File: config.mk
export PLATFORM = sky130hd
export DESIGN_NAME = ld_st_mem_ctrl
export DESIGN_NICKNAME = d
export VERILOG_FILES = /design/src/rtl/ld_st_pkg.sv /design/src/rtl/ld_extend.sv /design/src/rtl/ld_st_mem_ctrl.sv
export SDC_FILE = /design/constraint.sdc
export NUM_CORES = 1
export LEC_CHECK = 0
export CAP_MARGIN = 20
export CORE_ASPECT_RATIO = 2
export CORE_MARGIN = 2
export CORE_UTILIZATION = 40
export DETAILED_ROUTE_END_ITERATION = 10
export PLACE_DENSITY = 0.77
export SKIP_LAST_GASP = 1
export SLEW_MARGIN = 20
export SYNTH_ARGS = -nofsm -noshare
export SYNTH_HDL_FRONTEND = slang
export SYNTH_SLANG_ARGS = --single-unit
File: constraint.sdc
create_clock -name clk -period 1.7 [get_ports clk]
set_input_delay 0.425 -clock clk [delete_from_list [all_inputs] [get_ports clk]]
set_output_delay 0.425 -clock clk [all_outputs]
set_load 0.05 [all_outputs]
File: src/rtl/ld_st_pkg.sv
// Shared load/store definitions: size codes, controller states and byte-lane masks.
// Also used by the existing load/store decoder and any future load path.
package ld_st_pkg;

  localparam logic [2:0] SZ_B  = 3'd0;
  localparam logic [2:0] SZ_H  = 3'd1;
  localparam logic [2:0] SZ_W  = 3'd2;
  localparam logic [2:0] SZ_BU = 3'd3;
  localparam logic [2:0] SZ_HU = 3'd4;

  localparam logic [3:0] LANE_B = 4'b0001;
  localparam logic [3:0] LANE_H = 4'b0011;
  localparam logic [3:0] LANE_W = 4'b1111;

  typedef enum logic [1:0] {
    ST_IDLE,
    ST_BEAT0,
    ST_BEAT1,
    ST_DONE
  } state_t;

  // Codes 5-7 fall into the default arm and behave as a word.
  function automatic logic [3:0] size_lanes(input logic [2:0] size);
    case (size)
      SZ_B, SZ_BU: return LANE_B;
      SZ_H, SZ_HU: return LANE_H;
      default:     return LANE_W;
    endcase
  endfunction

  function automatic logic [2:0] size_span(input logic [2:0] size);
    case (size)
      SZ_B, SZ_BU: return 3'd1;
      SZ_H, SZ_HU: return 3'd2;
      default:     return 3'd4;
    endcase
  endfunction

  function automatic logic is_misaligned(input logic [1:0] offset, input logic [2:0] size);
    return ({1'b0, offset} + size_span(size)) > 3'd4;
  endfunction

endpackage

File: src/rtl/ld_extend.sv
// Combinational load extension: sign- or zero-extends right-justified raw load data
// according to the load/store size code.
module ld_extend
  import ld_st_pkg::*;
(
  input  logic [2:0]  size_sel,
  input  logic [31:0] raw_data,
  output logic [31:0] ext_data
);

  always_comb begin
    ext_data = raw_data;
    case (size_sel)
      SZ_B:    ext_data = {{24{raw_data[7]}}, raw_data[7:0]};
      SZ_BU:   ext_data = {24'h000000, raw_data[7:0]};
      SZ_H:    ext_data = {{16{raw_data[15]}}, raw_data[15:0]};
      SZ_HU:   ext_data = {16'h0000, raw_data[15:0]};
      default: ext_data = raw_data;
    endcase
  end

endmodule

File: src/rtl/ld_st_mem_ctrl.sv
// Data-side load/store controller driving a word-addressed req/ack memory bus.
// Define LD_ST_MISALIGN_SPLIT_EN to split misaligned accesses into two beats.
module ld_st_mem_ctrl
  import ld_st_pkg::*;
#(
  parameter int AW = 32,
  parameter int DW = 32
) (
  input  logic          clk,
  input  logic          rst_n,
  input  logic          core_req,
  input  logic          core_we,
  input  logic [2:0]    size_data_sel,
  input  logic [AW-1:0] core_addr,
  input  logic [DW-1:0] core_wdata,
  output logic          core_busy,
  output logic          core_done,
  output logic [DW-1:0] core_rdata,
  output logic          misalign_err,
  output logic          mem_req,
  output logic          mem_we,
  output logic [AW-1:0] mem_addr,
  output logic [3:0]    mem_be,
  output logic [DW-1:0] mem_wdata,
  input  logic          mem_ack,
  input  logic [DW-1:0] mem_rdata
);

  state_t        state_q, state_d;
  logic          we_q;
  logic [2:0]    size_q;
  logic [AW-1:0] addr_q;
  logic [DW-1:0] wdata_q;
  logic [DW-1:0] rdata_q;
  logic          misalign_q;
  logic          final_ack;
  logic [4:0]    lane_shift;
  logic [AW-1:0] word_addr;
  logic [DW-1:0] raw_data;
  logic [DW-1:0] ext_data;
  logic [3:0]    be_beat0;
  logic [DW-1:0] wdata_beat0;

  assign lane_shift = {addr_q[1:0], 3'b000};
  assign word_addr  = {addr_q[AW-1:2], 2'b00};

`ifdef LD_ST_MISALIGN_SPLIT_EN
  logic [DW-1:0]   rdata0_q;
  logic [7:0]      be_wide;
  logic [2*DW-1:0] wdata_wide;
  logic [2*DW-1:0] rdata_pair;

  // Shifting into a double-width window yields both beats' lanes at once.
  assign be_wide     = {4'b0000, size_lanes(size_q)} << addr_q[1:0];
  assign wdata_wide  = {{DW{1'b0}}, wdata_q} << lane_shift;
  assign be_beat0    = be_wide[3:0];
  assign wdata_beat0 = wdata_wide[DW-1:0];
  assign rdata_pair  = (state_q == ST_BEAT1) ? {mem_rdata, rdata0_q} : {{DW{1'b0}}, mem_rdata};
  assign raw_data    = DW'(rdata_pair >> lane_shift);
`else
  assign be_beat0    = size_lanes(size_q) << addr_q[1:0];
  assign wdata_beat0 = wdata_q << lane_shift;
  assign raw_data    = mem_rdata >> lane_shift;
`endif

  ld_extend u_ld_extend (
    .size_sel (size_q),
    .raw_data (raw_data),
    .ext_data (ext_data)
  );

  always_ff @(posedge clk or negedge rst_n) begin
    if (!rst_n) begin
      state_q    <= ST_IDLE;
      we_q       <= 1'b0;
      size_q     <= SZ_B;
      addr_q     <= '0;
      wdata_q    <= '0;
      rdata_q    <= '0;
      misalign_q <= 1'b0;
`ifdef LD_ST_MISALIGN_SPLIT_EN
      rdata0_q   <= '0;
`endif
    end else begin
      state_q <= state_d;
      if (state_q == ST_IDLE && core_req) begin
        we_q       <= core_we;
        size_q     <= size_data_sel;
        addr_q     <= core_addr;
        wdata_q    <= core_wdata;
        misalign_q <= is_misaligned(core_addr[1:0], size_data_sel);
      end
      if (final_ack && !we_q) begin
        rdata_q <= ext_data;
      end
`ifdef LD_ST_MISALIGN_SPLIT_EN
      if (state_q == ST_BEAT0 && mem_ack) begin
        rdata0_q <= mem_rdata;
      end
`endif
    end
  end

  // Next state and all bus/core outputs; everything idles at zero outside the beats.
  always_comb begin
    state_d      = state_q;
    final_ack    = 1'b0;
    mem_req      = 1'b0;
    mem_we       = 1'b0;
    mem_addr     = '0;
    mem_be       = 4'b0000;
    mem_wdata    = '0;
    core_done    = 1'b0;
    misalign_err = 1'b0;
    core_busy    = (state_q != ST_IDLE);

    case (state_q)
      ST_IDLE: begin
        if (core_req) begin
`ifdef LD_ST_MISALIGN_SPLIT_EN
          state_d = ST_BEAT0;
`else
          state_d = is_misaligned(core_addr[1:0], size_data_sel) ? ST_DONE : ST_BEAT0;
`endif
        end
      end
      ST_BEAT0: begin
        mem_req   = 1'b1;
        mem_we    = we_q;
        mem_addr  = word_addr;
        mem_be    = be_beat0;
        mem_wdata = wdata_beat0;
        if (mem_ack) begin
`ifdef LD_ST_MISALIGN_SPLIT_EN
          state_d   = misalign_q ? ST_BEAT1 : ST_DONE;
          final_ack = !misalign_q;
`else
          state_d   = ST_DONE;
          final_ack = 1'b1;
`endif
        end
      end
`ifdef LD_ST_MISALIGN_SPLIT_EN
      ST_BEAT1: begin
        mem_req   = 1'b1;
        mem_we    = we_q;
        mem_addr  = word_addr + AW'(4);
        mem_be    = be_wide[7:4];
        mem_wdata = wdata_wide[2*DW-1:DW];
        if (mem_ack) begin
          state_d   = ST_DONE;
          final_ack = 1'b1;
        end
      end
`endif
      ST_DONE: begin
        core_done = 1'b1;
`ifndef LD_ST_MISALIGN_SPLIT_EN
        misalign_err = misalign_q;
`endif
        state_d = ST_IDLE;
      end
      default: state_d = ST_IDLE;
    endcase
  end

  assign core_rdata = rdata_q;

endmodule

==> notes.md, run 1 <==
This note records the results obtained with Yosys and OpenROAD.

Drt
In the final routing, the length of wire on met1 measures 7750 um. The detailed-route wire length per cell is 22.5 um. Detailed routing placed a total of 11000 um of wire on met2. Per the detail_route report, DRC violations left total 0. In this run the remaining antenna-violating nets after routing total 0. Per the detail_route log, the uppermost layer with routed signals is met4. In the routed layout, each cell is associated on average with a via count of 5.59.

The iteration count recorded for the first detailed-route pass is 5.

Final timing
The upper clock frequency limit is 452 MHz. The final hold violation count recorded for this run is 0. In the final run the clock tree shows a worst skew of 0.00627 ns. Per the finish-stage timing summary, setup violations number 173. The worst hold margin is 0.489 ns. The post-route worst setup slack is -0.511 ns. Setup repair after global routing could not meet its margin everywhere.

Final layout
The count of antenna diodes in the layout is 0. The fraction of cell area in multi-input combinational cells is reported as 32.4%. The area of all placed cells without fillers is 10700 um^2. The finished design was reported to have a net count of 879. The layout has 702 filler cells. The share of the core filled with cells in the final layout is 80.7%. The layout report lists the non-clock buffer share of cell area as 38.2%. Measured on the final layout, the clock distribution area share stands at 3.23%. The area-dominant cell class after layout is buffers. The fraction of layout cells with a size suffix above 1 is 53.9%. The tally of clock buffers in the finished layout is 12. Per the run report, area growth between synthesis and finish was 99.3%.

Critical path
The kind of critical path is reg -> out. The longest incremental delay of any stage on the critical path is reported as 0.48 ns. The category of the worst setup path launch point is a register. For the worst setup path, the data arrival time is 1.79 ns.

Looking at the reg2reg group, the worst path starts from state_q[1]$_DFFE_PN0P_. The data required time reported for the critical path is 1.27 ns. The critical path launch point is addr_q[1]$_DFFE_PN0P_. In this run the worst path has a maximum fanout of 12.

Logic depth along the worst register-to-register path is recorded as 10. The total buffers and inverters traversed by the critical path is 3. The timing report shows the most common cell along the critical path to be buf_12.

Floorplanning
The die is 86.0 um wide. According to the I/O placement log, the pin count is 209. The standard cell core area is 13300 um^2. The floorplan utilization is 40.5%.

Place
The placed standard-cell area is 9030 um^2. The number of placed cells counting well taps is 867. The worst setup slack after placement is -0.503 ns. During placement, the flow inserted port buffers numbering 206.

CTS
The number of levels in the clock H-tree is 3. Per the post-CTS timing run, clock transition at the registers of the reported paths is 0.07 ns. The hold buffer count at CTS is 1. Once the clock tree was built, the setup fixing pass inserted 29 buffers. TritonCTS built the clock tree. The total clock buffers created by CTS is 9.

Run
Warnings raised by the tools during the run amount to 30. Per the run summary, max-cap violations total 0.

Synthesis
The proportion of register bits with asynchronous set or reset after synthesis is 100%. For this run, the leading register cell type out of synthesis is dfrtp_1. The average instance area after synthesis is 11.0 um^2. The number of enable flip-flop cells is 0. Once synthesis finished, the tally of register bits stood at 103. Summed over its instances, the top area cell type makes up 47.9% of the synthesized netlist area. The gate count of the mapped netlist is 487. In this run, the synthesized area fraction spent on AND-OR/OR-AND gates is recorded as 11.1%. The cell area that synthesis handed to floorplanning was 5380 um^2. The synthesized netlist devotes 0.488% of its cell area to XOR and XNOR gates.

The share of synthesized area spent on multiplexers is 22.3%. Of the total synthesized cell area, the portion taken by full adders, half adders and majority gates is 0.605%. Of all cell types, the one taking the most synthesized area is dfrtp_1.

Global route
The via count of the first global-routing pass is 5561. The most crowded layer after global routing is met2. The maximum number of pins on one net before global-route repair is 35.

Outcome
The flow ran to the end, but the final reports show violations. The final reports fail on negative setup slack.

Worst hold path
The hold-critical path endpoint is addr_q[28]$_DFFE_PN0P_. According to the hold report, the worst path is of the reg -> reg type.
run 1: placed cells by master (no fill, tap or decap), types with 12 or more instances in the layout:
master	count
nor2_4	18
clkbuf_16	12
buf_12	96
a21oi_2	13
and2_4	41
buf_6	24
dfrtp_1	99
o22a_1	16
clkdlybuf4s50_1	99
and2_1	15
nor2b_1	14
nor2_1	32
buf_4	69
mux2i_1	20
mux2_4	72
run 1: state kept, by name, indices dropped and copies added (netlist names):
register    flops
addr_q         32
core_rdata     32
misalign_q      1
size_q          3
state_q         2
wdata_q        32
we_q            1
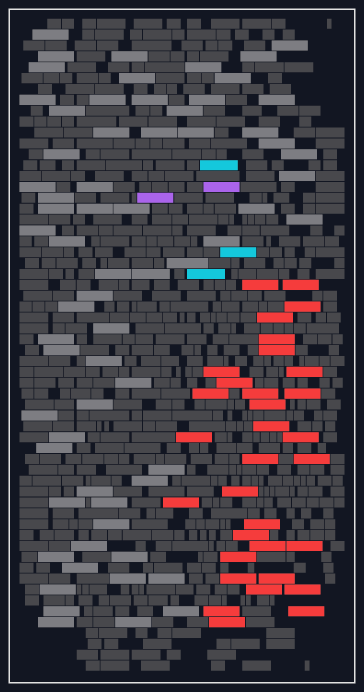
run_1/ff_map.png
(4 px per um) Other sequential cells in the stronger grey, the rest of the logic in the fainter grey.
[purple] `state_q` | placed flops: 2
[red] `core_rdata` | placed flops: 32
[cyan] `size_q` | placed flops: 3

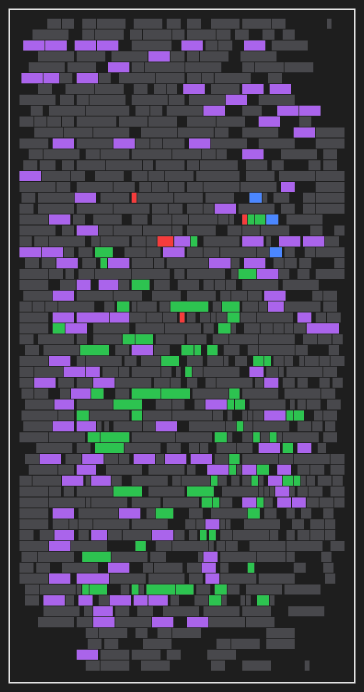
run_1/gates.png
(4 px per um)
[green] aoi and oai cells | cells: 69
[red] inv cells | cells: 4
[blue] xor and xnor cells | cells: 3
[purple] mux cells | cells: 109 | where: spread over the die

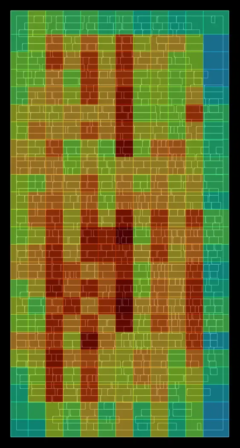
run_1/congestion_map.png
met2 track utilization from global routing: 45.5%
GR Util met3: 7.01%
GRT Overall Usage: 27.2%

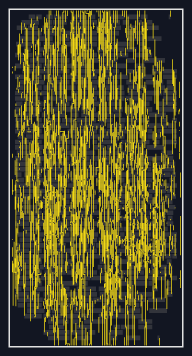
run_1/m2.png
(2 px per um) Cells faint in the background.
share of all routed wire: 52%
longest straight run: 61.9 um
nets with wire on the layer: 822
main direction: vertical
wire length on this layer: 11000 um

==> run 1 -> run 2 <==
- GPL_TIMING_DRIVEN: not set -> 0
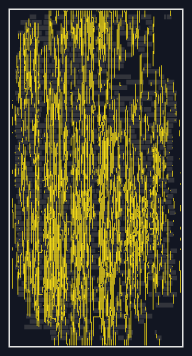
run_2/m2.png
(2 px per um) Cells faint in the background.
total wirelength of the detailed-routed design: 19900 um
met2 track utilization from global routing: 41.0%

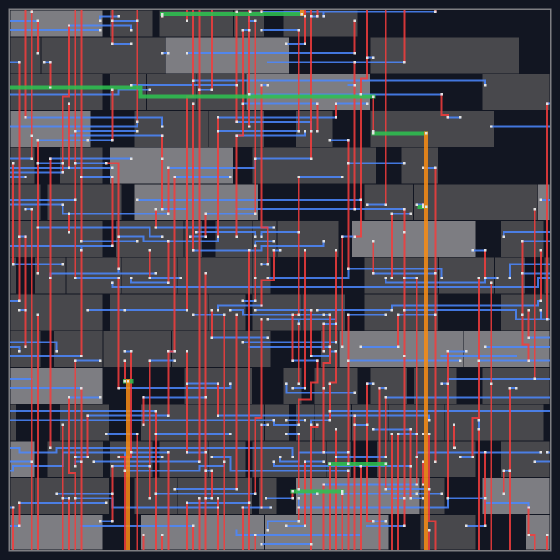
run_2/closeup.png
Region (23, 98) to (63, 138) um. Cells in grey, sequential cells in the stronger grey; small squares are vias.
[orange] M4
[blue] M1
[red] M2
[green] M3
most frequent: dfrtp_1 (15)
sequential cells in the window: 15
netlist names of flops here include: `addr_q` (4), `size_q` (3), `wdata_q` (3)
cells with their middle in the window: 92

==> notes.md, run 2 <==
This note records the results obtained with Yosys and OpenROAD.

Outcome
The flow ran to the end, but the final reports show violations. The checks that failed: negative setup slack.

Final layout
The clock network area share is 3.02%. Compared with the post-synthesis result, the final layout area differs by 87.2%. The top logic cell by instance count in the layout is dfrtp_1. At the end of the flow the core is filled with cells to 75.8%. According to the finish report, the design has a final net count of 863. The area-dominant cell class after layout is logic gates. Across the whole layout, multi-input logic makes up 34.7% of the cell area. The area of all placed cells without fillers is 10100 um^2. The final layout report lists a filler cell count of 831. The final layout report lists a clock buffer count of 9.

The fraction of layout cells with a size suffix above 1 is 45.7%. Leaving out fill and tap cells, the most frequent cells in the layout are dfrtp_1 (103), clkdlybuf4s50_1 (97), buf_6 (48).

Final timing
After layout, the setup clock skew is reported as 0.0140 ns. The worst hold margin is 0.361 ns. Once routing completed, OpenROAD measured the worst setup slack at -0.567 ns. The upper clock frequency limit is 441 MHz.

Setup repair after global routing could not meet its margin everywhere. The final tally of setup violations is 154. The hold violation count in the final report is 0.

Critical path
Along the worst path, the maximum fanout reaches 8. The beginning of the worst register-to-register path is size_q[0]$_DFFE_PN0P_. The number of cells traversed by the worst register-to-register path is 5. The timing report gives the biggest stage delay along the critical path as 0.36 ns.

The data arrival time at the worst-slack endpoint is 1.84 ns. The worst setup path is of the reg -> out kind. The cell type with the highest occurrence count on the critical path is buf_6.

The data required time reported for the critical path is 1.27 ns.

Drt
The iteration tally of the first detailed-router pass is 4. Detailed routing placed a total of 10300 um of wire on met2. The remaining number of nets flagged by the antenna check after routing is 0.

TritonRoute output was used to compute an average wire per cell of 21.7 um. Per the detail_route log, the uppermost layer with routed signals is met4. TritonRoute reported its final design rule violation total as 0. The length of routed wiring on met1 is 7410 um.

Synthesis
The proportion of register bits with asynchronous set or reset after synthesis is 100%. The most frequently used flop master after synthesis is dfrtp_1. Of all cell types, the one taking the most synthesized area is dfrtp_1. The gate count of the mapped netlist is 487.

The flip-flop and latch count after synthesis is 103. The number of enable flip-flop cells is 0. The synthesized netlist occupies a cell area of 5380 um^2. The average instance area after synthesis is 11.0 um^2. The share of synthesized area spent on multiplexers is 22.3%.

CTS
The hold buffer count at CTS is 1. Per the repair_timing log after CTS, setup buffers inserted total 28. Clock tree synthesis inserted a total of 9 buffers. After clock tree synthesis, the clock-pin slew on the worst setup and hold paths is 0.07 ns. The H-tree generated during clock tree synthesis spans 3 levels.

Floorplanning
In the floorplan report the effective utilization is 40.5%. The die is 86.0 um wide. The I/O pin total is 209. The core region is 13300 um^2.

Global route
The total global routing track utilization is 24.4%. In this run the most used layer during global routing was met2. For this run, global-route usage on met3 was measured as 6.08%. The via count of the first global-routing pass was 5108. For this run, global-route usage on met1 was measured as 29.8%. Entering global routing, the biggest net connects 72 pins.

Place
The count of buffers added on input and output ports is 206. Timing analysis after detailed placement gives a worst setup slack of -0.972 ns.

Run
In this run the tools logged warnings totalling 29. The count of max-cap constraint violations is 0.
## run 2: how the worst max path moves through the flow
stage | from | slack [ns] | endpoint | cells past startpoint
floorplan | addr_q[1]$_DFFE_PN0P_ | -0.26 | mem_be[3] | 5
global placement | rst_n | -3.84 | addr_q[14]$_DFFE_PN0P_ | 1
detailed placement | addr_q[0]$_DFFE_PN0P_ | -0.97 | mem_be[3] | 6
CTS | addr_q[0]$_DFFE_PN0P_ | -0.53 | mem_wdata[0] | 8
global route | addr_q[0]$_DFFE_PN0P_ | -0.60 | mem_wdata[30] | 6
finish | addr_q[1]$_DFFE_PN0P_ | -0.57 | mem_wdata[23] | 7
==> run 2 -> run 3 <==
==> constraint.sdc (replaced) <==
create_clock -name clk -period 1.7 [get_ports clk]
set_input_delay 0.34 -clock clk [delete_from_list [all_inputs] [get_ports clk]]
set_output_delay 0.34 -clock clk [all_outputs]
set_load 0.05 [all_outputs]
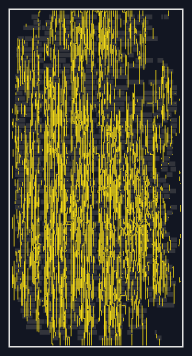
run_3/m2.png
(2 px per um) Cells faint in the background.
via count: 5255
met2 track utilization from global routing: 44.8%
total wirelength of the detailed-routed design: 21700 um

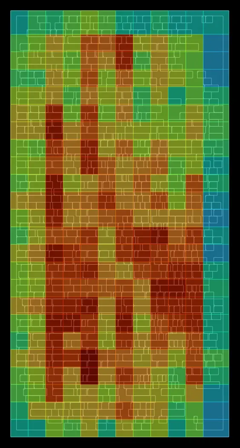
run_3/congestion_map.png
global routing usage on met1: 31.9%
routing layer with the top usage in global route: met2
GRT Overall Usage: 26.8%
GR Util met3: 6.81%
routed len/inst: 23.2 um

==> notes.md, run 3 <==
This note records the results obtained with Yosys and OpenROAD.

CTS
The number of gates resized after CTS was 734. The post-CTS hold buffer count recorded in the log is 1. The number of post-CTS setup repair buffers is 37.

The CTS tree is yes. The total clock buffers created by CTS is 9. The clock-pin slew of the registers on the worst-case setup and hold paths is 0.07 ns. The number of levels in the clock H-tree is 3. Per the skew report, the later register of the worst-skew pair sees a clock latency of 0.36 ns.

Critical path
Looking at the setup timing report, the critical path kind is reg -> out. The data arrival time at the worst-slack endpoint is 1.83 ns. The total buffers and inverters traversed by the critical path is 5. The cell type with the highest occurrence count on the critical path is buf_12. The worst setup path is launched from a register. Per the timing report, the biggest fanout along the worst path comes to 7.

Among all stages on the critical path, the maximum delay recorded is 0.40 ns. According to the timing report, the data required time at the worst endpoint equals 1.36 ns.

Synthesis
The synthesis report lists the most area-consuming cells as dfrtp_1 (48%), mux2_1 (14%), and2_1 (6.5%), mux2i_1 (6.0%), nor2_1 (3.8%). The area of the mapped netlist is 5380 um^2. The portion of synthesized area spent on multiplexers is 22.3%. The average instance area after synthesis is 11.0 um^2. The synthesized netlist devotes 13.9% of its cell area to simple gates. The post-synth register bit count is 103. Of all cell types, the one taking the most synthesized area is dfrtp_1.

For this run, asynchronously set or reset flops after synthesis account for 100%. The number of enable flip-flop cells is 0. The post-synthesis xor/xnor area fraction is 0.488%. For reference, compound AND-OR and OR-AND cells occupy 11.1% of the area reported after synthesis. The fraction of the mapped netlist area in adder cells is 0.605%. Of the post-synthesis cell area, the dominant cell type holds 47.9%.

The gate count of the mapped netlist is 487. The most frequently used flop master after synthesis is dfrtp_1.

Floorplanning
According to the I/O placement log, the pin count is 209. For this floorplan the total number of well-tap instances is 155. The standard cell core area is 13300 um^2. For this configuration, the core starts out at a cell density of 40.5%. The die span in x is 86.0 um.

Drt
The final routed DRC violation total is 0. Once detail routing completed, the nets flagged for antenna violations numbered 0. The length of routed wiring on met1 is 7820 um. The iteration tally of the first detailed-router pass is 5. After detailed routing, no signal wire sits above met4. The sum of met2 wire segment lengths after detailed routing is 11000 um.

Final timing
The final critical path takes up 128% of the cycle. The maximum clock skew at final layout is 0.00942 ns. The final timing report gives a worst setup slack of -0.468 ns.

The hold violation count in the final report is 0. Timing would allow up to 461 MHz. Setup repair after global routing could not meet its margin everywhere.

The final tally of setup violations is 144. The worst hold margin is 0.254 ns.

Final layout
Leaving out fill and tap cells, the most frequent cell in the layout is dfrtp_1. Fill cells in the final layout number 774. Per the final layout report, the fraction of cells sized above drive strength 1 comes to 47.6%.

The combined area of the multi-input logic cells is 3610 um^2. Per the layout area report, the combinational fraction of cell area is 35.0%. For this run, the script counts the antenna cells in the layout as 1. The post-route utilization of the core is recorded as 77.6%. The fraction of final cell area spent on clock buffers and inverters in this run is 2.78%. Ranked by total area, the top cell class in this layout is buffers. In the layout the commonest cells are dfrtp_1 (102), clkdlybuf4s50_1 (99), buf_6 (52). The fraction of final cell area spent on non-clock buffers in this run is 35.0%. The net count of the finished layout is 881. Between the synthesized netlist and the finished layout, the area growth was recorded as 91.7%. The area of all placed cells without fillers is 10300 um^2.

Outcome
The final reports fail on negative setup slack. The flow ran to the end, but the final reports show violations.

Place
The placed standard-cell area is 8070 um^2. The routability congestion estimate from global placement is 0.861. Per the placement log, port buffering inserted 206 buffers. The number of placed instances, taps included, is 850.

The worst setup slack after placement is -0.905 ns.

Worst hold path
The min-delay analysis places its worst path in the category in -> reg.

Global route
The via count of the first global-routing pass was 5410. Entering global routing, the biggest net connects 53 pins.

Run
The count of tool warnings is 29. The report counts max-capacitance violations totalling 0.
run 3: worst paths after layout:
path	start	to	slack [ns]	cells past startpoint
worst max-delay path	addr_q[0]$_DFFE_PN0P_	mem_wdata[2]	-0.47	7
worst min-delay path	size_data_sel[1]	size_q[1]$_DFFE_PN0P_	0.25	3
worst max register to register	addr_q[0]$_DFFE_PN0P_	core_rdata[11]$_DFFE_PN0P_	-0.10	6
worst min register to register	addr_q[20]$_DFFE_PN0P_	addr_q[20]$_DFFE_PN0P_	0.48	1
max in group asynchronous	rst_n	size_q[1]$_DFFE_PN0P_	0.55	3
min in group asynchronous	rst_n	core_rdata[17]$_DFFE_PN0P_	0.52	2
